<file path="config.mk">
export PLATFORM = sky130hd
export DESIGN_NAME = debounced_press_counter
export DESIGN_NICKNAME = d
export VERILOG_FILES = /design/src/rtl/debounce_pkg.sv /design/src/rtl/debounce_channel.sv /design/src/rtl/debounced_press_counter.sv
export SDC_FILE = /design/constraint.sdc
export NUM_CORES = 1
export LEC_CHECK = 0
export ABC_AREA = 0
export CORE_MARGIN = 2
export CORE_UTILIZATION = 50
export DETAILED_ROUTE_END_ITERATION = 10
export PLACE_DENSITY = 0.78
export SETUP_SLACK_MARGIN = 0.2
export SYNTH_ARGS = -nofsm -noshare
export SYNTH_HDL_FRONTEND = slang
export SYNTH_HIERARCHICAL = 1
export SYNTH_SLANG_ARGS = --single-unit
</file>
<file path="constraint.sdc">
create_clock -name clock -period 4.2 [get_ports clock]
set_clock_uncertainty 0.1 [all_clocks]
set_input_delay 0.84 -clock clock [delete_from_list [all_inputs] [get_ports clock]]
set_output_delay 0.84 -clock clock [all_outputs]
set_load 0.01 [all_outputs]
</file>
<file path="src/rtl/debounce_pkg.sv">
// Shared defaults and counter-mode constants for the debounced press counter.
package debounce_pkg;

    localparam int DEF_NUM_BUTTONS     = 2;
    localparam int DEF_CNT_WIDTH       = 6;
    localparam int DEF_DEBOUNCE_CYCLES = 16;

    localparam int WRAP_MODE = 1;
    localparam int SAT_MODE  = 0;

    // A single channel still needs a one-bit select port.
    function automatic int sel_width(input int num_buttons);
        return (num_buttons > 1) ? $clog2(num_buttons) : 1;
    endfunction

endpackage

</file>
<file path="src/rtl/debounce_channel.sv">
// One button channel: two-flop synchronizer, stability counter, debounced level
// and a registered one-cycle pulse on each accepted press.
module debounce_channel
    import debounce_pkg::*;
#(
    parameter int DEBOUNCE_CYCLES = DEF_DEBOUNCE_CYCLES
) (
    input  logic clock,
    input  logic reset_n,
    input  logic i_button,
    output logic o_stable,
    output logic o_press_pulse,
    output logic o_rise
);

    localparam int              DB_W    = $clog2(DEBOUNCE_CYCLES);
    localparam logic [DB_W-1:0] DB_LAST = DB_W'(DEBOUNCE_CYCLES - 1);
    localparam logic [DB_W-1:0] DB_ONE  = DB_W'(1);

    logic            r_sync1;
    logic            r_sync2;
    logic [DB_W-1:0] r_db_cnt;
    logic            r_stable;
    logic            r_press_pulse;

    logic w_differ;
    logic w_accept;

    assign w_differ = (r_sync2 != r_stable);
    assign w_accept = w_differ && (r_db_cnt == DB_LAST);

    // NOTE: every register here uses <= so all flops sample pre-edge values;
    // blocking assignments would collapse the two synchronizer stages into one.
    always_ff @(posedge clock) begin
        if (!reset_n) begin
            r_sync1       <= 1'b0;
            r_sync2       <= 1'b0;
            r_db_cnt      <= '0;
            r_stable      <= 1'b0;
            r_press_pulse <= 1'b0;
        end else begin
            r_sync1 <= i_button;
            r_sync2 <= r_sync1;

            // Any sample that agrees with the accepted level restarts the count.
            if (!w_differ || w_accept) begin
                r_db_cnt <= '0;
            end else begin
                r_db_cnt <= r_db_cnt + DB_ONE;
            end

            if (w_accept) begin
                r_stable <= r_sync2;
            end

            r_press_pulse <= w_accept && r_sync2;
        end
    end

    assign o_stable      = r_stable;
    assign o_press_pulse = r_press_pulse;
    assign o_rise        = w_accept && r_sync2;

endmodule

</file>
<file path="src/rtl/debounced_press_counter.sv">
// Multi-channel debounced button press counter with a registered LED view of
// the selected channel's count.
module debounced_press_counter
    import debounce_pkg::*;
#(
    parameter int NUM_BUTTONS     = DEF_NUM_BUTTONS,
    parameter int CNT_WIDTH       = DEF_CNT_WIDTH,
    parameter int DEBOUNCE_CYCLES = DEF_DEBOUNCE_CYCLES,
    parameter int WRAP            = WRAP_MODE
) (
    input  logic                                clock,
    input  logic                                reset_n,
    input  logic [NUM_BUTTONS-1:0]              buttons,
    input  logic [NUM_BUTTONS-1:0]              clear,
    input  logic [sel_width(NUM_BUTTONS)-1:0]   sel,
    output logic [CNT_WIDTH-1:0]                leds,
    output logic [NUM_BUTTONS-1:0]              stable,
    output logic [NUM_BUTTONS-1:0]              press_pulse
);

    localparam int                   SEL_W     = sel_width(NUM_BUTTONS);
    localparam int                   SEL_SLOTS = 1 << SEL_W;
    localparam logic [CNT_WIDTH-1:0] CNT_MAX   = '1;
    localparam logic [CNT_WIDTH-1:0] CNT_ONE   = CNT_WIDTH'(1);

    logic [NUM_BUTTONS-1:0] w_rise;
    logic [CNT_WIDTH-1:0]   w_count_slot [SEL_SLOTS];
    logic [CNT_WIDTH-1:0]   r_leds;

    for (genvar g = 0; g < NUM_BUTTONS; g++) begin : g_ch
        logic [CNT_WIDTH-1:0] r_count;

        debounce_channel #(
            .DEBOUNCE_CYCLES(DEBOUNCE_CYCLES)
        ) u_channel (
            .clock         (clock),
            .reset_n       (reset_n),
            .i_button      (buttons[g]),
            .o_stable      (stable[g]),
            .o_press_pulse (press_pulse[g]),
            .o_rise        (w_rise[g])
        );

        // Clear has priority over a press accepted on the same edge.
        always_ff @(posedge clock) begin
            if (!reset_n || clear[g]) begin
                r_count <= '0;
            end else if (w_rise[g]) begin
                if (r_count != CNT_MAX) begin
                    r_count <= r_count + CNT_ONE;
                end else if (WRAP == WRAP_MODE) begin
                    r_count <= '0;
                end
            end
        end

        assign w_count_slot[g] = r_count;
    end

    // NOTE: the mux is padded to a full power-of-two table so an out-of-range
    // select reads a hard zero instead of indexing past the channel array.
    for (genvar g = NUM_BUTTONS; g < SEL_SLOTS; g++) begin : g_pad
        assign w_count_slot[g] = '0;
    end

    always_ff @(posedge clock) begin
        if (!reset_n) begin
            r_leds <= '0;
        end else begin
            r_leds <= w_count_slot[sel];
        end
    end

    assign leds = r_leds;

endmodule

</file>
Fig. 1: clock distribution
Scale: 8 px per um.
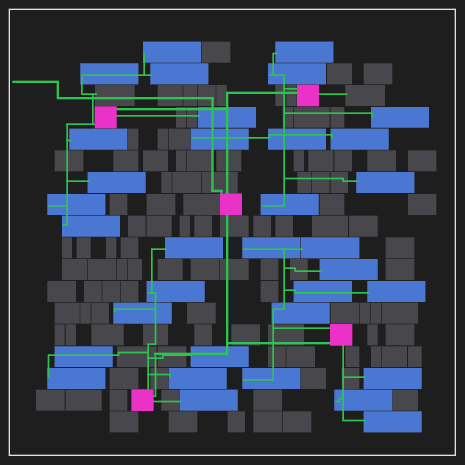
[blue] flip-flops | count: 34
[green] clock wires | length: 386 um
[magenta] cells driving clock nets | count: 5
flops lie: spread over the die

Fig. 2: gate-type map
Scale: 6 px per um.
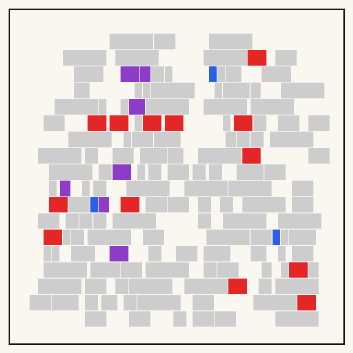
[purple] inverting AOI/OAI gates | cells: 7
[red] XOR/XNOR gates | cells: 13
[blue] inverters | cells: 3
Commonest Layout Cell: dfxtp_1
Finished Layout Cells: 179
multi-input gate share of total cell area: 0.395

==> ci_impl_report.md <==
### Metrics collected by this job

| Metric | Value |
|---|---|
| Status | finished, final reports clean |
| Leakage power | roughly 0.64 nW |
| # Post-CTS Setup Buffers | 0 |
| Yosys stat area | 1330 um^2 |
| Vias per cell | 5.08 |
| Startpoint types | register |
| # diodes | 0 |
| Initial antenna violation count | 0 |
| CTS sink count | 34 |
| Peak VDD IR | around 320 uV |
| Tot GR Track Use | 0.163 |
| Finish-stage setup viols | 0 |
| Cts bufs inserted | 5 |
| Slowest-stage cell, CP | clkdlybuf4s50_1 |
| Die Y-Extent | between 50 and 60 um |
| Crit path max fanout | 4 |
| YS warnings | 6 |
| CP max stage delay | approximately 570 ps |
| Hold_ws | 340 ps |
| Starting DRT DRC Count | 16 |
| Worst slew margin relative to its limit | 0.654 |
| Syn nets | 137 |
| DP Wirelength | approximately 1600 um |
| CTS root buffer | clkbuf_4 |
| Cells after synthesis | between 100 and 150 |
| TritonCTS clock tree | done |
| Slew Viols, Final | 0 |
| Predominant post-synthesis flop cell | dfxtp_1 |
| Seq share, synth | 0.512 |
| Worst Path Arrival | 1320 ps |
| OpenROAD warnings | 26 |
| Crit path time final | 2260 ps |
| HP Class | register to register |
| Cell Type Count | 27 |
| Ys cells | approximately 130 |
| Cells along the critical path | clkdlybuf4s50_1 |
| CP Class | register to primary output |
| Fmax | 0.443 GHz |
| Fin Setup TNS | 0 ps |
| FP Core Util | 0.532 |
| Syn Std Cell Area | between 1000 and 1500 um^2 |
| Worst setup EP type | primary output |
| Vias in the first global route | 881 |
| Layout cell share with drive strength beyond 1 | 0.101 |
| Final ANT Viol Nets | 0 |
| Synth async-reset ratio | 0 |
| Die Wd | about 56 um |
| Routability Congestion | between 0.7 and 0.8 |
| EDFF count, synth | 0 |
| Delay-heaviest family, CP | buffers and inverters |
| I/O pin count | 17 |
| Pin count of the biggest net entering global routing | 21 |
| Synth Register Bits | 34 |
| PwrDens | approximately 350 nW/um^2 |
| Drt total wl | around 2200 um |
| Max-area cell share | 0.512 |
| Final #Nets | about 160 |
| Top cells by area | dfxtp_1, mux2i_1, xor2_1, nor2_1, ha_1 |
| H-Tree Level Count | 2 |
| Port Buffers | 16 |
| Worst Tran Pin Value | ~520 ps |
| Die Area | about 3100 um^2 |
| RSZ-0062 raised after global routing | false |
| Syn avg cell area | between 10 and 15 um^2 |
| CTS Buffer Depth | 2 |
| Fin area | about 1600 um^2 |
Fig. 3: routed metal per tile
Scale: 6 px per um. The die is cut into 11 by 11 equal tiles; white is low, dark blue is high, scaled to the fullest tile. Values are wire area over tile area, all layers added.
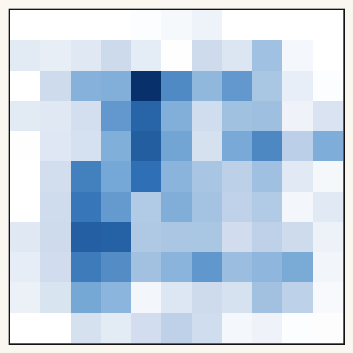
nearly empty tiles: 17%
fullest tile: 0.42
tiles over half the peak: 16%
densest ninth of the die: middle
mean over tiles: 0.11
routed len/inst: 12.3 um
vias after detailed routing: 910

-- layer usage --
metal	wire length, um	global-route usage	part of all wire	up-vias
met5	0	0	0	-
met4	40	0.0767	0.018	0
met3	114	0.0721	0.052	5
met2	1030	0.253	0.47	16
met1	1000	0.191	0.46	416
li1	-	-	-	473
-- area by class of cell --
| type | instances | area [um^2] |
|---|---|---|
| timing repair buffer | 16 | 160 |
| multi-input combinational | 88 | 633 |
| tap | 30 | 37.5 |
| sequential | 34 | 681 |
| clock buffer | 8 | 78.8 |
| inverter | 3 | 11.3 |
| fill | 218 | 898 |
-- sequential cells by signal (all words and copies together) (netlist names) --
register / count
g_ch.u_channel/r_db_cnt: 8
g_ch.u_channel/r_sync2: 2
leds: 6
g_ch.u_channel/o_press_pulse: 2
g_ch.u_channel/o_stable: 2
g_ch.r_count: 12
g_ch.u_channel/r_sync1: 2
-- cells in the mapped netlist (all sizes together) (2+ instances only) --
master and instances:
a21oi 3, a311oi 2, and2 7, and3 3, dfxtp 34, ha 4
inv 3, mux2i 10, nand2 5, nand2b 2, nand3 6, nand4 3
nor2 14, nor2b 8, nor3b 2, xnor2 2, xor2 11
-- worst paths after layout --
path | startpoint | cells past startpoint | slack (ps) | to
worst max register to register | g_ch[1].u_channel/r_db_cnt[0] | 6 | 2150 | g_ch[1].r_count[5]
worst min register to register | g_ch[1].u_channel/r_sync1 | 1 | 340 | g_ch[1].u_channel/r_sync2
worst max-delay path | g_ch[0].u_channel/o_stable | 1 | 1940 | stable[0]
worst min-delay path | g_ch[1].u_channel/r_sync1 | 1 | 340 | g_ch[1].u_channel/r_sync2
-- kinds of logic after synthesis --
| group | synth area share |
|---|---|
| xor gates and xnor gates | 0.0856 |
| AOI/OAI and AO/OA | 0.0442 |
| DFF | 0.512 |
| and+or+nand+nor | 0.233 |
| muxes | 0.0753 |
| buffers and inverters | 0.0122 |
| adders and majority gates | 0.0376 |
-- metrics by stage --
stage	total power [mW]	worst slack, ps	util	instances
2_1_floorplan	0.342	2370	-	126
3_3_place_gp	0.350	1890	0.609	171
3_5_place_dp	0.350	1830	0.609	171
4_1_cts	0.568	1900	0.641	179
5_1_grt	0.583	1870	0.641	179
6_report	0.560	1940	0.641	179
-- where the power goes --
part	total, mW	internal [mW]	switching [mW]
logic	0.0167	0.00965	0.00701
registers	0.326	0.325	0.00122
clock network	0.218	0.114	0.103
total	0.560	0.448	0.112
Power figures rest on the tool's default switching activity, not on a simulated workload.
